### src/rtl/ram32x4_scan_ctrl_pkg.sv
// ram32x4_pkg: shared widths, depth and FSM state type for the 32x4 RAM sequencer.
package ram32x4_pkg;
    localparam int ADDR_W = 5;
    localparam int DATA_W = 4;
    localparam int DEPTH  = 32;
    typedef enum logic [1:0] {CLEAR, SCAN, WRITE} state_t;
endpackage

### src/rtl/ram32x4_scan_ctrl_tick_divider.sv
// tick_divider: one-cycle tick every TICK_DIV enabled cycles; the count holds while en is low.
module tick_divider #(
    parameter int TICK_DIV = 50_000_000
) (
    input  logic clk,
    input  logic reset,
    input  logic en,
    output logic tick
);
    localparam int CW = $clog2(TICK_DIV);
    logic [CW-1:0] cnt_q;
    assign tick = en && (cnt_q == CW'(TICK_DIV - 1));
    always_ff @(posedge clk) begin
        if (reset)
            cnt_q <= '0;
        else if (en)
            cnt_q <= tick ? '0 : cnt_q + 1'b1;
    end
endmodule

### src/rtl/ram32x4_scan_ctrl.sv
// ram32x4_scan_ctrl: clears the RAM after reset, then scans read addresses and injects edge-triggered writes.
module ram32x4_scan_ctrl #(
    parameter int TICK_DIV = 50_000_000,
    parameter int ADDR_W   = ram32x4_pkg::ADDR_W,
    parameter int DATA_W   = ram32x4_pkg::DATA_W
) (
    input  logic              clk,
    input  logic              reset,
    input  logic              run,
    input  logic              wr_req,
    input  logic [ADDR_W-1:0] wr_addr,
    input  logic [DATA_W-1:0] wr_data,
    output logic [ADDR_W-1:0] ram_addr,
    output logic [DATA_W-1:0] ram_data,
    output logic              ram_wren,
    output logic [ADDR_W-1:0] rd_addr,
    output logic              rd_valid,
    output logic              busy
);
    import ram32x4_pkg::*;
    state_t            state_q;
    logic [ADDR_W:0]   clr_cnt_q;
    logic [ADDR_W-1:0] scan_q, scan_d;
    logic              wr_req_q, pend_wr_q, pend_tick_q, tick, wr_edge;
    assign wr_edge = wr_req & ~wr_req_q;
    // a tick deferred by a write is applied together with the WRITE->SCAN step
    assign scan_d  = scan_q + ADDR_W'(tick | pend_tick_q);
    tick_divider #(.TICK_DIV(TICK_DIV)) u_div (
        .clk(clk),
        .reset(reset),
        .en(run && (state_q != CLEAR)),
        .tick(tick)
    );
    // state_q always names the kind of cycle currently driven on the RAM outputs
    always_ff @(posedge clk) begin
        if (reset) begin
            state_q     <= CLEAR;
            clr_cnt_q   <= '0;
            scan_q      <= '0;
            wr_req_q    <= 1'b0;
            pend_wr_q   <= 1'b0;
            pend_tick_q <= 1'b0;
            ram_addr    <= '0;
            ram_data    <= '0;
            ram_wren    <= 1'b0;
            rd_addr     <= '0;
            rd_valid    <= 1'b0;
            busy        <= 1'b1;
        end else begin
            wr_req_q  <= wr_req;
            rd_addr   <= ram_addr;
            rd_valid  <= (state_q == SCAN) && !ram_wren;
            pend_wr_q <= pend_wr_q | wr_edge;
            case (state_q)
                CLEAR: begin
                    ram_data <= '0;
                    if (clr_cnt_q[ADDR_W]) begin
                        state_q  <= SCAN;
                        ram_addr <= scan_q;
                        ram_wren <= 1'b0;
                        busy     <= 1'b0;
                    end else begin
                        ram_addr  <= clr_cnt_q[ADDR_W-1:0];
                        ram_wren  <= 1'b1;
                        busy      <= 1'b1;
                        clr_cnt_q <= clr_cnt_q + 1'b1;
                    end
                end
                SCAN: begin
                    if (pend_wr_q) begin
                        state_q     <= WRITE;
                        pend_wr_q   <= 1'b0;
                        pend_tick_q <= tick;
                        ram_addr    <= wr_addr;
                        ram_data    <= wr_data;
                        ram_wren    <= 1'b1;
                        busy        <= 1'b1;
                    end else begin
                        scan_q   <= scan_d;
                        ram_addr <= scan_d;
                        ram_data <= '0;
                        ram_wren <= 1'b0;
                        busy     <= 1'b0;
                    end
                end
                default: begin
                    state_q     <= SCAN;
                    scan_q      <= scan_d;
                    pend_tick_q <= 1'b0;
                    ram_addr    <= scan_d;
                    ram_data    <= '0;
                    ram_wren    <= 1'b0;
                    busy        <= 1'b0;
                end
            endcase
        end
    end
endmodule

### config.mk
export PLATFORM = sky130hd
export DESIGN_NAME = ram32x4_scan_ctrl
export DESIGN_NICKNAME = d
export VERILOG_FILES = /design/src/rtl/ram32x4_scan_ctrl_pkg.sv /design/src/rtl/ram32x4_scan_ctrl_tick_divider.sv /design/src/rtl/ram32x4_scan_ctrl.sv
export SDC_FILE = /design/constraint.sdc
export NUM_CORES = 1
export LEC_CHECK = 0
export CORE_MARGIN = 5
export CORE_UTILIZATION = 35
export CTS_BUF_LIST = sky130_fd_sc_hd__clkbuf_2
export DETAILED_ROUTE_END_ITERATION = 12
export HOLD_SLACK_MARGIN = 0.12
export PLACE_DENSITY = 0.59
export SYNTH_ARGS = -nofsm -noshare
export SYNTH_HDL_FRONTEND = slang
export SYNTH_HIERARCHICAL = 1
export SYNTH_SLANG_ARGS = --single-unit
### constraint.sdc
create_clock -name clk -period 3.9 [get_ports clk]
set_input_delay 0.78 -clock clk [delete_from_list [all_inputs] [get_ports clk]]
set_output_delay 0.78 -clock clk [all_outputs]
set_load 0.1 [all_outputs]
==> impl_metrics.toml, run 1 <==
# implementation run metrics
[status]
status = "complete, no violations"

[cts]
clock-root-buffer = "clkbuf_2"
clockBufferDepth = 2
cts_tree = "yes"
post_cts_resized = 0

[synthesis]
ys_cells = 278
top_area_share_pct = 43.6
synth-edff-count = 0
syn_area_um2 = 2710
yosysChipArea_um2 = 2710
synthArstFlopShare_pct = 0
synthCells = 278
ff_type = "dfxtp_1"
synth-seq-cells = 59

[route]
wirelength_mm = 5.64

[global_route]
gr-total-overflow = 0
grt_max_degree = 33
grt_pass1_vias = 2158

[power_and_ir_drop]
p_per_area_nw_per_um2 = 355

[worst_setup_path]
reg2reg_to = "ram_addr[4]"
ff2ff_setup_slack_ns = 0.81
cp_max_fo = 11

[layout]
antenna_cells = 0

[sta]
maxClockFrequency_mhz = 323
skew_ns = 0.0294
report.final.slew_viol_count = 0
tightest_slew_ns = 0.980
maxSlewHeadroom_pct = 34.5
fin_hold_ws_ns = 0.459

[worst_hold_path]
hold_end = "rd_valid"
hold_start = "ram_wren"

[floorplan]
design.core.area_um2 = 7650
fp-utilization_pct = 35.4
[run 1: per-layer routing]
layer | up-vias | track usage [%] | share of wire, %
li1 | 1067 | - | -
met5 | - | 0 | 0
met2 | 36 | 20.2 | 47
met4 | 0 | 6.82 | 1.3
met1 | 1028 | 15.9 | 48
met3 | 7 | 4.07 | 4.6
[run 1: how the worst max path moves through the flow]
| stage | cells past startpoint | to | from |
|---|---|---|---|
| floorplan | 11 | ram_addr[4] | run |
| global placement | 12 | ram_addr[4] | run |
| detailed placement | 12 | ram_addr[4] | run |
| CTS | 12 | ram_addr[4] | state_q[1] |
| global route | 12 | ram_addr[4] | state_q[1] |
| finish | 12 | ram_addr[4] | state_q[1] |
[run 1: worst max-delay path, stage by stage (launching register included)]
cell	delay [ns]
dfxtp_1	0.62
nor2_2	0.17
nor2b_1	0.16
and3_2	0.26
nand3_1	0.21
nor4_1	0.42
or2_2	0.18
ha_1	0.16
ha_1	0.22
nand3_1	0.11
xnor2_1	0.14
a222oi_1	0.30
nor2_1	0.06
[run 1: cell families after synthesis]
kind of cell | count (synthesis) | share of synthesized area, %
mux | 7 | 2.77
flops | 59 | 43.6
xor+xnor | 22 | 7.12
simple gates | 129 | 28.8
compound gates | 40 | 11.6
buf+inv | 17 | 4.20
fa+ha+maj | 4 | 1.85
[run 1: area by class of cell]
type	instances	area (um2)
repair buffers	32	313
well taps	102	128
clock buffers	10	50.0
fillers	760	4470
multi-input cells	202	1410
clock inverters	6	80.1
inverters	3	11.3
flip-flops and latches	59	1180
[run 1: sequential cells by signal, indices dropped and copies added, names as in the netlist]
signal,cells
pend_wr_q,1
wr_req_q,1
state_q,2
scan_q,5
busy,1
ram_wren,1
u_div/cnt_q,26
pend_tick_q,1
ram_addr,5
rd_valid,1
ram_data,4
clr_cnt_q,6
rd_addr,5
[run 1: cells in the final DEF, fill, tap and decap left out, types with 5 or more instances in the layout]
cell             count
nor2b_1              7
clkbuf_2            10
nor2_1              19
o31ai_1             10
nand4_1             11
xor2_1              14
nor2_2              12
a21oi_1              7
nand2_1             18
or4_1                8
clkdlybuf4s50_1     29
a21oi_2              9
xnor2_1              8
dfxtp_1             59
nand3_1             12
and2_1               5
[run 1: through the flow]
stage          power [uW]  instance area (um2)  setup WS [ns]  utilization (%)  instances
2_1_floorplan         676                 2710          0.889                -        278
3_3_place_gp          700                 3050          0.416             39.8        398
3_5_place_dp          700                 3050          0.278             39.8        398
4_1_cts              1140                 3180          0.749             41.5        414
5_1_grt              1190                 3180          0.421             41.5        414
6_report             1130                 3180          0.808             41.5        414
[run 1: where the power goes]
part | switching, uW | internal [uW]
Clock | 230 | 210
Sequential | 6.07 | 611
Combinational | 43.7 | 26.1
Total | 280 | 847
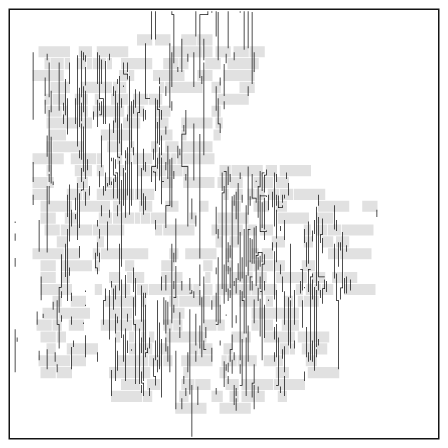
run_1/met2.png
wire length on this layer: 2,630 um
nets with wire on the layer: 275
longest straight run: 31.6 um
main direction: vertical
share of all routed wire: 47%

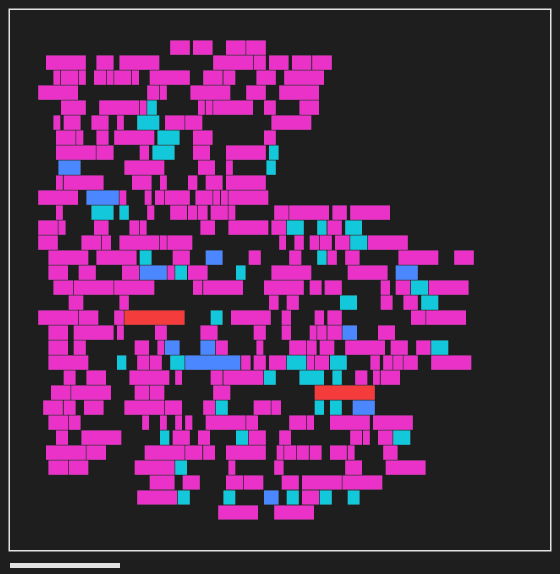
run_1/drive_strength.png
Bar = 20 um.
[blue] drive 3 to 4 | cells: 11
[magenta] drive 1 or less | cells: 259
[red] drive 6 and up | cells: 2
[cyan] drive 2 | cells: 40
nonclk buf count: 32
smallest setup slack after layout: 0.808 ns
synthesis-to-finish area growth: 17.3%
fin area: 3180 um2

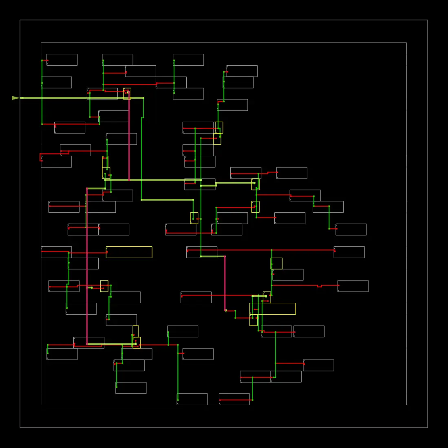
run_1/final_clocks.png
total CTS buffers: 9
Latency at later pin: 0.50 ns

run_1/metal_stack.png
Only two layers are drawn.
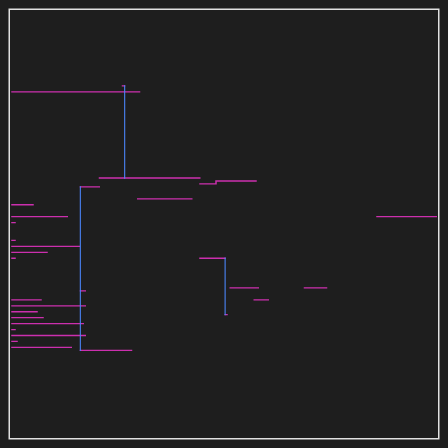

==> run 2: changes to the inputs <==
- PLACE_DENSITY: 0.59 -> 0.61
- clock period: 3.9 -> 2.7 ns (I/O delays scaled with it)
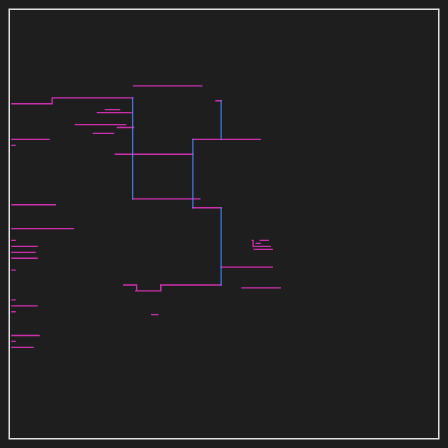
run_2/metal_stack.png
Only two layers are drawn.
[magenta] met3 | wire length: 261 um
[blue] met4 | wire length: 65.3 um

==> run 2 against run 1 <==
Against the previous run:
- synthesized area unchanged
- synthesized cell count unchanged
- non-clock buffer count grew 13
- sequential cell count is the same
- utilization grew 1.0 points
- worst hold slack got worse by 0.0099 ns
- maximum frequency rose by 24%
- via count grew 2.2%
- sequential power increased by 45%
- clock skew shrank 0.0054 ns
- clock power rose by 35%
- sequential share of layout area down 0.89 points
==> impl_metrics.toml, run 2 <==
# implementation run metrics
[status]
status = "complete, no violations"

[power_and_ir_drop]
sw_frac_of_total_pct = 28.1
seqPwrFrac_pct = 56.2
p_sw_uw = 446

[worst_setup_path]
slowest_delay_ns = 0.37
critPathMostFrequentCell = "ha_1"
crit_family = "simple AND/OR/NAND/NOR gates"
cp_slowest_cell = "dfxtp_1"

[floorplan]
fp-utilization_pct = 35.4

[cts]
cts_buffers = 9
clockBufferDepth = 2
clock-root-buffer = "clkbuf_2"

[layout]
most-common-layout-cells = "dfxtp_1, buf_4, nor2_1, nand2_1, xor2_1"
comb_area_um2 = 1430
top_register = "u_div/cnt_q"

[global_route]
gr-total-overflow = 0

[synthesis]
ys_cells = 278
synth-edff-count = 0
synth-seq-cells = 59
yosysChipArea_um2 = 2710

[sta]
maxClockFrequency_mhz = 402
[run 2: cell counts after synthesis]
Identical to the previous run, type by type.
[run 2: worst paths after layout]
kind | to | cells after the start | slack (ns) | startpoint
hold reg to reg | rd_valid | 1 | 0.45 | ram_wren
setup reg to reg | ram_addr[2] | 11 | 0.22 | u_div/cnt_q[0]
setup / recovery | ram_addr[2] | 11 | 0.22 | u_div/cnt_q[0]
hold / removal | rd_valid | 1 | 0.45 | ram_wren
[run 2: per-layer routing]
layer / routed length, um / track usage, % / up-vias
met5: 0 / 0 / -
met4: 65 / 4.15 / 0
met3: 261 / 4.14 / 10
met2: 2840 / 21.4 / 49
met1: 2770 / 16.0 / 1033
li1: - / - / 1092
[run 2: cells by family (layout without fill, tap and decap cells)]
kind of cell | Yosys count | in the layout | share of synthesized area, %
flops | 59 | 59 | 43.6
fa+ha+maj | 4 | 4 | 1.85
mux | 7 | 7 | 2.77
simple gates | 129 | 129 | 28.8
buf+inv | 17 | 64 | 4.20
compound gates | 40 | 40 | 11.6
xor+xnor | 22 | 22 | 7.12
[run 2: cell type report]
class	instances	area share (%)
timing repair buffer	45	11.7
inverter	3	0.346
clock buffer	9	1.38
tap	102	3.92
multi-input combinational	202	44.0
clock inverter	7	2.38
sequential	59	36.3
[run 2: worst reg2reg max path: stages, from the launching register on]
cell and delay, ns:
dfxtp_1 0.37, ha_1 0.24, and3_2 0.23, nand3_1 0.16
nor4_4 0.07, or2_2 0.27, ha_1 0.20, ha_1 0.21
buf_4 0.15, xor2_1 0.13, a221oi_1 0.29, nor2_1 0.08
[run 2: power by group through the flow]
| stage | combinational (uW) | clock (uW) | sequential (uW) |
|---|---|---|---|
| 2_1_floorplan | 34.7 | 0 | 942 |
| 3_3_place_gp | 103 | 0 | 909 |
| 3_5_place_dp | 104 | 0 | 910 |
| 4_1_cts | 104 | 612 | 892 |
| 5_1_grt | 111 | 653 | 894 |
| 6_report | 103 | 592 | 892 |
[run 2: timing repair]
| action | in CTS | in global routing |
|---|---|---|
| hold buffers | 0 | 0 |
| endpoints found under the setup margin | 0 | 2 |
| buffers inserted | 0 | 1 |
| gates resized | 0 | 1 |
[run 2: per-stage QoR]
| stage | util [%] | cell area, um2 | power (uW) | cells |
|---|---|---|---|---|
| after floorplan | - | 2720 | 976 | 278 |
| after global placement | 40.7 | 3110 | 1010 | 410 |
| after detailed placement | 40.7 | 3110 | 1010 | 410 |
| after CTS | 42.3 | 3240 | 1610 | 426 |
| after global routing | 42.5 | 3250 | 1660 | 427 |
| final | 42.5 | 3250 | 1590 | 427 |
Power and IR drop assume default switching activity.
